==> images/placement_by_type.png <==
Fill, decap, tap and diode cells in gray.
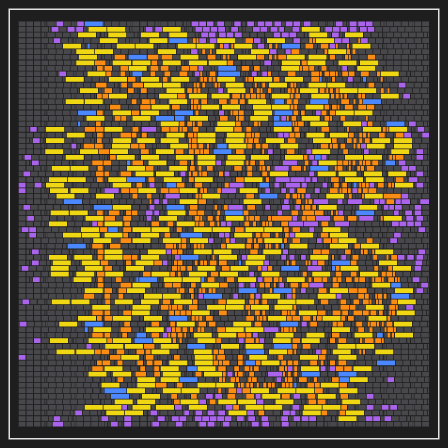
==> images/wires.png <==
The bar under the picture is 50 um long. Only two layers are drawn.
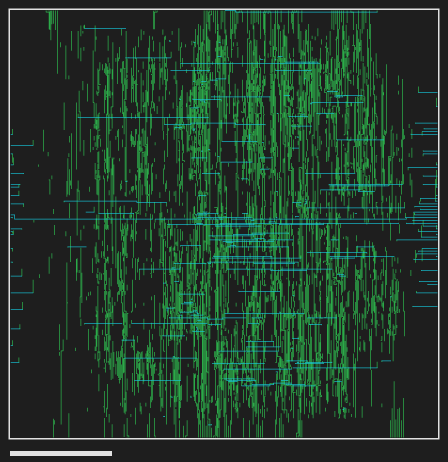
==> images/metal_density.png <==
The bar under the picture is 50 um long. 21 x 21 tiles, from black (low) to pale yellow (high), scaled to the fullest tile. Values are wire area over tile area, all layers added.
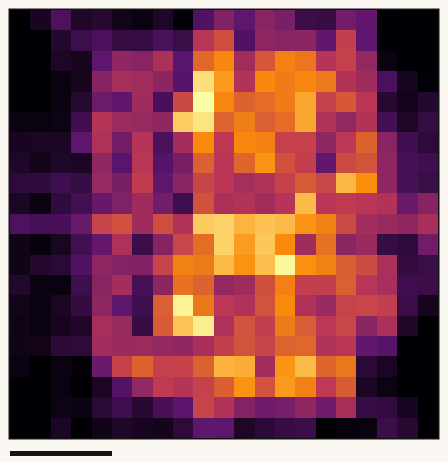
==> config.mk <==
export PLATFORM = sky130hd
export DESIGN_NAME = iob_gpio_irq
export DESIGN_NICKNAME = d
export VERILOG_FILES = /design/src/rtl/iob_gpio_irq_pkg.sv /design/src/rtl/iob_gpio_irq_filter.sv /design/src/rtl/iob_gpio_irq.sv
export SDC_FILE = /design/constraint.sdc
export NUM_CORES = 1
export LEC_CHECK = 0
export ABC_AREA = 0
export CORE_MARGIN = 4
export CORE_UTILIZATION = 40
export DETAILED_ROUTE_END_ITERATION = 7
export HOLD_SLACK_MARGIN = 0.03
export PLACE_DENSITY = 0.62
export SLEW_MARGIN = 25
export SYNTH_ARGS = -nofsm -noshare
export SYNTH_HDL_FRONTEND = slang
export SYNTH_HIERARCHICAL = 1
export SYNTH_SLANG_ARGS = --single-unit
==> constraint.sdc <==
create_clock -name clk -period 2.8 [get_ports clk]
set_input_delay 0.56 -clock clk [delete_from_list [all_inputs] [get_ports clk]]
set_output_delay 0.56 -clock clk [all_outputs]
set_load 0.02 [all_outputs]
==> src/rtl/iob_gpio_irq_pkg.sv <==
// rtl/iob_gpio_irq_pkg.sv - register offsets and bus helpers for the GPIO interrupt peripheral
package iob_gpio_irq_pkg;

  localparam int DBNC_W_DEFAULT = 16;
  localparam int MAX_DATA_W     = 64;

  localparam logic [31:0] REG_OUT      = 32'h00;
  localparam logic [31:0] REG_OUT_SET  = 32'h04;
  localparam logic [31:0] REG_OUT_CLR  = 32'h08;
  localparam logic [31:0] REG_OE       = 32'h0C;
  localparam logic [31:0] REG_IN       = 32'h10;
  localparam logic [31:0] REG_RISE_EN  = 32'h14;
  localparam logic [31:0] REG_FALL_EN  = 32'h18;
  localparam logic [31:0] REG_STATUS   = 32'h1C;
  localparam logic [31:0] REG_DEBOUNCE = 32'h20;

  // Expands byte enables into a bit mask; callers zero-extend narrower strobes.
  function automatic logic [MAX_DATA_W-1:0] wstrb_to_mask(input logic [MAX_DATA_W/8-1:0] wstrb);
    logic [MAX_DATA_W-1:0] mask;
    for (int i = 0; i < MAX_DATA_W/8; i++) begin
      mask[8*i +: 8] = {8{wstrb[i]}};
    end
    return mask;
  endfunction

endpackage

==> src/rtl/iob_gpio_irq_filter.sv <==
// rtl/iob_gpio_irq_filter.sv - input synchroniser with shared-prescaler debounce
module iob_gpio_irq_filter
  import iob_gpio_irq_pkg::*;
#(
  parameter int GPIO_W = 32,
  parameter int DBNC_W = DBNC_W_DEFAULT
) (
  input  logic              clk,
  input  logic              rst_n,
  input  logic [GPIO_W-1:0] gpio_input,
  input  logic [DBNC_W-1:0] debounce,
  input  logic              debounce_wr,
  output logic [GPIO_W-1:0] filt
);

  logic [GPIO_W-1:0] sync_meta;
  logic [GPIO_W-1:0] sync;
  logic [GPIO_W-1:0] samp;
  logic [GPIO_W-1:0] stable;
  logic [DBNC_W-1:0] cnt;
  logic              bypass;
  logic              tick;

  assign bypass = (debounce == '0);
  assign tick   = !bypass && (cnt == debounce);
  // A pin is accepted only when two consecutive tick samples agree.
  assign stable = ~(sync ^ samp);

  always_ff @(posedge clk or negedge rst_n) begin
    if (!rst_n) begin
      sync_meta <= '0;
      sync      <= '0;
      samp      <= '0;
      filt      <= '0;
      cnt       <= '0;
    end else begin
      sync_meta <= gpio_input;
      sync      <= sync_meta;

      if (debounce_wr || bypass || tick) begin
        cnt <= '0;
      end else begin
        cnt <= cnt + DBNC_W'(1);
      end

      if (bypass) begin
        filt <= sync;
      end else if (tick) begin
        samp <= sync;
        filt <= (sync & stable) | (filt & ~stable);
      end
    end
  end

endmodule

==> src/rtl/iob_gpio_irq.sv <==
// rtl/iob_gpio_irq.sv - GPIO peripheral with set/clear outputs, debounced inputs and edge interrupts
module iob_gpio_irq
  import iob_gpio_irq_pkg::*;
#(
  parameter int GPIO_W = 32,
  parameter int DATA_W = 32,
  parameter int ADDR_W = 6,
  parameter int DBNC_W = DBNC_W_DEFAULT
) (
  input  logic                clk,
  input  logic                rst_n,
  input  logic                iob_valid,
  input  logic [ADDR_W-1:0]   iob_addr,
  input  logic [DATA_W-1:0]   iob_wdata,
  input  logic [DATA_W/8-1:0] iob_wstrb,
  output logic [DATA_W-1:0]   iob_rdata,
  output logic                iob_rvalid,
  output logic                iob_ready,
  input  logic [GPIO_W-1:0]   gpio_input,
  output logic [GPIO_W-1:0]   gpio_output,
  output logic [GPIO_W-1:0]   gpio_output_enable,
  output logic                irq
);

  logic [31:0]             reg_off;
  logic                    wr_en;
  logic                    rd_en;
  logic [MAX_DATA_W/8-1:0] wstrb_ext;
  logic [MAX_DATA_W-1:0]   mask_ext;
  logic [GPIO_W-1:0]       pin_mask;
  logic [GPIO_W-1:0]       wd;
  logic [DBNC_W-1:0]       dbnc_mask;
  logic [DBNC_W-1:0]       dbnc_wd;
  logic                    dbnc_wr;
  logic [GPIO_W-1:0]       out_r;
  logic [GPIO_W-1:0]       oe_r;
  logic [GPIO_W-1:0]       rise_en;
  logic [GPIO_W-1:0]       fall_en;
  logic [GPIO_W-1:0]       status;
  logic [GPIO_W-1:0]       status_nxt;
  logic [GPIO_W-1:0]       filt;
  logic [GPIO_W-1:0]       filt_q;
  logic [GPIO_W-1:0]       event_hit;
  logic [DBNC_W-1:0]       debounce;
  logic [DATA_W-1:0]       rd_mux;
  logic                    unused_bits;

  assign reg_off = 32'({iob_addr[ADDR_W-1:2], 2'b00});
  assign wr_en   = iob_valid && (|iob_wstrb);
  assign rd_en   = iob_valid && !(|iob_wstrb);
  assign dbnc_wr = wr_en && (reg_off == REG_DEBOUNCE);

  always_comb begin
    wstrb_ext = '0;
    wstrb_ext[DATA_W/8-1:0] = iob_wstrb;
  end

  assign mask_ext    = wstrb_to_mask(wstrb_ext);
  assign pin_mask    = mask_ext[GPIO_W-1:0];
  assign wd          = iob_wdata[GPIO_W-1:0] & pin_mask;
  assign dbnc_mask   = mask_ext[DBNC_W-1:0];
  assign dbnc_wd     = iob_wdata[DBNC_W-1:0] & dbnc_mask;
  assign unused_bits = ^{iob_addr[1:0], mask_ext, iob_wdata};

  iob_gpio_irq_filter #(
    .GPIO_W (GPIO_W),
    .DBNC_W (DBNC_W)
  ) u_filter (
    .clk         (clk),
    .rst_n       (rst_n),
    .gpio_input  (gpio_input),
    .debounce    (debounce),
    .debounce_wr (dbnc_wr),
    .filt        (filt)
  );

  assign event_hit = (filt & ~filt_q & rise_en) | (~filt & filt_q & fall_en);

  // A new event on the same cycle as its W1C must survive the clear.
  always_comb begin
    status_nxt = status;
    if (wr_en && (reg_off == REG_STATUS)) begin
      status_nxt = status_nxt & ~wd;
    end
    status_nxt = status_nxt | event_hit;
  end

  always_comb begin
    rd_mux = '0;
    case (reg_off)
      REG_OUT:      rd_mux[GPIO_W-1:0] = out_r;
      REG_OE:       rd_mux[GPIO_W-1:0] = oe_r;
      REG_IN:       rd_mux[GPIO_W-1:0] = filt;
      REG_RISE_EN:  rd_mux[GPIO_W-1:0] = rise_en;
      REG_FALL_EN:  rd_mux[GPIO_W-1:0] = fall_en;
      REG_STATUS:   rd_mux[GPIO_W-1:0] = status;
      REG_DEBOUNCE: rd_mux[DBNC_W-1:0] = debounce;
      default:      ;
    endcase
  end

  always_ff @(posedge clk or negedge rst_n) begin
    if (!rst_n) begin
      iob_ready  <= 1'b0;
      iob_rvalid <= 1'b0;
      iob_rdata  <= '0;
      out_r      <= '0;
      oe_r       <= '0;
      rise_en    <= '0;
      fall_en    <= '0;
      status     <= '0;
      debounce   <= '0;
      filt_q     <= '0;
      irq        <= 1'b0;
    end else begin
      iob_ready  <= iob_valid;
      iob_rvalid <= rd_en;
      if (rd_en) begin
        iob_rdata <= rd_mux;
      end
      filt_q <= filt;
      status <= status_nxt;
      irq    <= |status_nxt;
      if (wr_en) begin
        case (reg_off)
          REG_OUT:      out_r    <= (out_r & ~pin_mask) | wd;
          REG_OUT_SET:  out_r    <= out_r | wd;
          REG_OUT_CLR:  out_r    <= out_r & ~wd;
          REG_OE:       oe_r     <= (oe_r & ~pin_mask) | wd;
          REG_RISE_EN:  rise_en  <= (rise_en & ~pin_mask) | wd;
          REG_FALL_EN:  fall_en  <= (fall_en & ~pin_mask) | wd;
          REG_DEBOUNCE: debounce <= (debounce & ~dbnc_mask) | dbnc_wd;
          default:      ;
        endcase
      end
    end
  end

  assign gpio_output        = out_r;
  assign gpio_output_enable = oe_r;

endmodule

==> results.toml <==
# yosys + openroad results
[global_route]
grt_first_pass_wirelength_um = 74200
grt_max_degree = 72
grt-ovfl-total = 0
grt_antenna_before_repair = 0
number_of_global_route_vias_before_repair = 12400

[synth]
synth_area_um2 = 16200
synth.cells.most_frequent = "sky130_fd_sc_hd__dfrtp_1, sky130_fd_sc_hd__o21ai_0, sky130_fd_sc_hd__mux2_2, sky130_fd_sc_hd__nand2_1, sky130_fd_sc_hd__a22oi_1"
synth_top_flop_cell = "sky130_fd_sc_hd__dfrtp_1"
synth.yosys.num_cells = 1277
yosys.stat.chipArea_um2 = 16200
post_synthesis_share_of_cell_area_spent_on_and_or_nand_and_nor_gates_pct = 7.98
ys_sh_aoi_pct = 17.5
topCellsByArea = "sky130_fd_sc_hd__dfrtp_1, sky130_fd_sc_hd__mux2_2, sky130_fd_sc_hd__o21ai_0, sky130_fd_sc_hd__a22oi_1, sky130_fd_sc_hd__mux2_4"
synthMostInstantiatedCell = "sky130_fd_sc_hd__dfrtp_1"
number_of_flops_mapped_to_enable_cells_by_yosys = 0
ys_seq_elements = 387
netlist_instances = 1277
logic_family = "AND-OR/OR-AND gates"
synth_sequential_area_ratio_pct = 59.7
mux_area_share_pct = 10.7
synth_nets = 1355
synth.yosys.warnings = 6
asyncSetResetFlopFracSynth_pct = 100
netlist.area_leader.share_pct = 59.7
syn_area_per_cell_um2 = 12.7
synthDominantAreaCellType = "sky130_fd_sc_hd__dfrtp_1"
post_synth_xor_area_fraction_pct = 1.67
fa_ha_area_share_pct = 0.0771
yosys.cell_types.count = 46

[placed_design]
io_buffer_count = 173
placement.cell_area_um2 = 19600
place_hpwl_um = 33800
place.gp.congestion = 0.894

[timing]
setup_viol = 0
timing_max_transition_violations_final = 0
timing.hold.ws_ns = 0.344
grt_setup_unrepaired = "no"
worst_slew_pin_slew_ns = 0.609
slew-limit-headroom_pct = 59.4
final-hold-violation-count = 0
min_period_over_period_pct = 98.1
finalCriticalPeriod_ns = 2.75
fmaxAchievable_mhz = 364
fin_skew_ns = 0.0201

[layout]
utilization_pct = 52.7
design_area_um2 = 21000
syn2layout_area_growth_pct = 29.6
final_antenna_diode_count = 0
final_layout_size_suffix_gt1_share_pct = 24.8
highest_count_logic_cell_in_the_final_layout = "sky130_fd_sc_hd__dfrtp_1"
finish.net_count = 1625
layout_top_cells = "sky130_fd_sc_hd__dfrtp_1, sky130_fd_sc_hd__clkdlybuf4s50_1, sky130_fd_sc_hd__o21ai_0"

[detailed_routing]
drc_viols = 0
post_drt_via_cell_ratio = 5.72
drt_iter0_markers = 930
antenna_violating_nets_post_route = 0
first_pass_drt_iterations = 6

[setup_path]
critical_path_arrival_ns = 3.15
worst_setup_path_end_kind = "register"
crit_path_start = "iob_wstrb[0]"
critical_path_required_ns = 3.21
path_class = "in2reg"
timing.critical_path.fanout_max = 18
timing.critical_path.from_type = "primary input"

[cts]
clkSlewWorstSetupHoldPaths_ns = 0.06
clk_root_buffer_cell = "sky130_fd_sc_hd__clkbuf_16"
htree_levels = 2
clk_lat_worst_skew_ns = 0.55
cts_tree = "built"
clock-sinks = 387
post-cts-setup-buffer-count = 0
number_of_buffers_on_the_longest_clock_path = 3
tritoncts.num_buffers = 42

[flow_run]
max_cap_viol_count = 0
stage_log_warnings = 28

[floorplanning]
floorplan.die_area_um2 = 43900
die_height_um = 209
fp_util_pct = 40.7
horiz_die_dim_um = 209
boundaryPins = 176

[worst_hold_path]
hold_path_class = "reg2reg"
hp-start = "u_filter/sync_meta[4]$_DFF_PN0_"

[pwr]
ir_drop_uv = 391
powerDensity_nw_per_um2 = 747
leakage_power_nw = 9.47

[status]
result_of_the_run = "complete, no violations"
Notes on placement_by_type.png above:
[purple] remaining buffers and delay cells | cells: 308
[blue] clock drivers and dummy loads | cells: 75
[orange] combinational and other logic | cells: 808
[yellow] sequential cells | cells: 387
Core Footprint: 39900 um^2
floorplan row count: 73
flop share of the area: 46.0%

Notes on wires.png above:
[green] metal 2 | wire length: 22.0 mm
[cyan] metal 3 | wire length: 2780 um
overall routed net length: 47700 um
DR vias: 12.0k

Notes on metal_density.png above:
emptiest ninth of the die: south-west
fullest tile: 0.49
mean over tiles: 0.17
nearly empty tiles: 8.8%
WL/cell: 22.7 um
total track usage: 21.4%

## logic make-up (layout without fill, tap and decap cells)
| logic type | after synthesis | in the layout |
|---|---|---|
| simple gates | 244 | 244 |
| mux | 144 | 144 |
| fa+ha+maj | 1 | 1 |
| compound gates | 385 | 385 |
| buf+inv | 85 | 386 |
| flops | 387 | 387 |
| xor+xnor | 31 | 31 |
## worst max-delay path, stage by stage
cell and delay, ns:
sky130_fd_sc_hd__clkdlybuf4s50_1 0.53, sky130_fd_sc_hd__buf_12 0.13, sky130_fd_sc_hd__o41ai_4 0.07, sky130_fd_sc_hd__buf_12 0.19
sky130_fd_sc_hd__o31ai_1 0.25, sky130_fd_sc_hd__o211ai_1 0.18, sky130_fd_sc_hd__nor4_2 0.34, sky130_fd_sc_hd__buf_4 0.16
sky130_fd_sc_hd__nand4_1 0.17, sky130_fd_sc_hd__or4_1 0.56
## metrics by stage
stage | cells | setup WS, ns | setup TNS [ns] | power (mW)
6_report | 2103 | 0.0522 | 0 | 15.7
5_1_grt | 2103 | 0.00686 | 0 | 16.4
4_1_cts | 2103 | 0.00862 | 0 | 15.8
3_5_place_dp | 2027 | -0.632 | -5.81 | 10.1
3_3_place_gp | 2027 | -0.531 | -4.12 | 10.0
2_1_floorplan | 1277 | 0.396 | 0 | 8.74
## worst paths after layout
path | cells past startpoint | slack (ns) | to
max | 10 | 0.05 | irq$_DFF_PN0_
max reg2reg | 5 | 0.47 | u_filter/samp[0]$_DFFE_PN0P_
min | 0 | 0.34 | u_filter/sync[4]$_DFF_PN0_
min reg2reg | 0 | 0.34 | u_filter/sync[4]$_DFF_PN0_
min in group asynchronous | 2 | 0.60 | u_filter/sync_meta[9]$_DFF_PN0_
max in group asynchronous | 3 | 1.38 | asynchronous set/reset pin
## where the power goes
group | internal (mW) | total (mW) | switching, mW
registers | 6.55 | 7.37 | 0.822
clock network | 3.43 | 5.63 | 2.20
logic | 1.46 | 2.70 | 1.24
## cell type report
| cell class | instances | area, um^2 |
|---|---|---|
| multi-input combinational | 805 | 6220 |
| timing repair buffer | 308 | 3040 |
| tap | 525 | 657 |
| clock buffer | 62 | 1280 |
| sequential | 387 | 9680 |
| inverter | 3 | 11.3 |
| clock inverter | 13 | 151 |
| fill | 3424 | 18900 |
## routing by layer
metal / vias to the layer above / wire length, um / track usage [%]
met5: - / 0 / 0
met4: 0 / 1500 / 7.70
met3: 84 / 2780 / 3.69
met2: 381 / 22000 / 33.3
met1: 6174 / 21400 / 30.3
li1: 5391 / - / -
## what timing repair did
action,4_1_cts,5_1_grt
pin swaps,0,4
endpoints found under the hold margin,39,0
hold buffers,1,0
gates resized,2,6
endpoints found under the setup margin,1,1
Power and IR drop assume default switching activity.
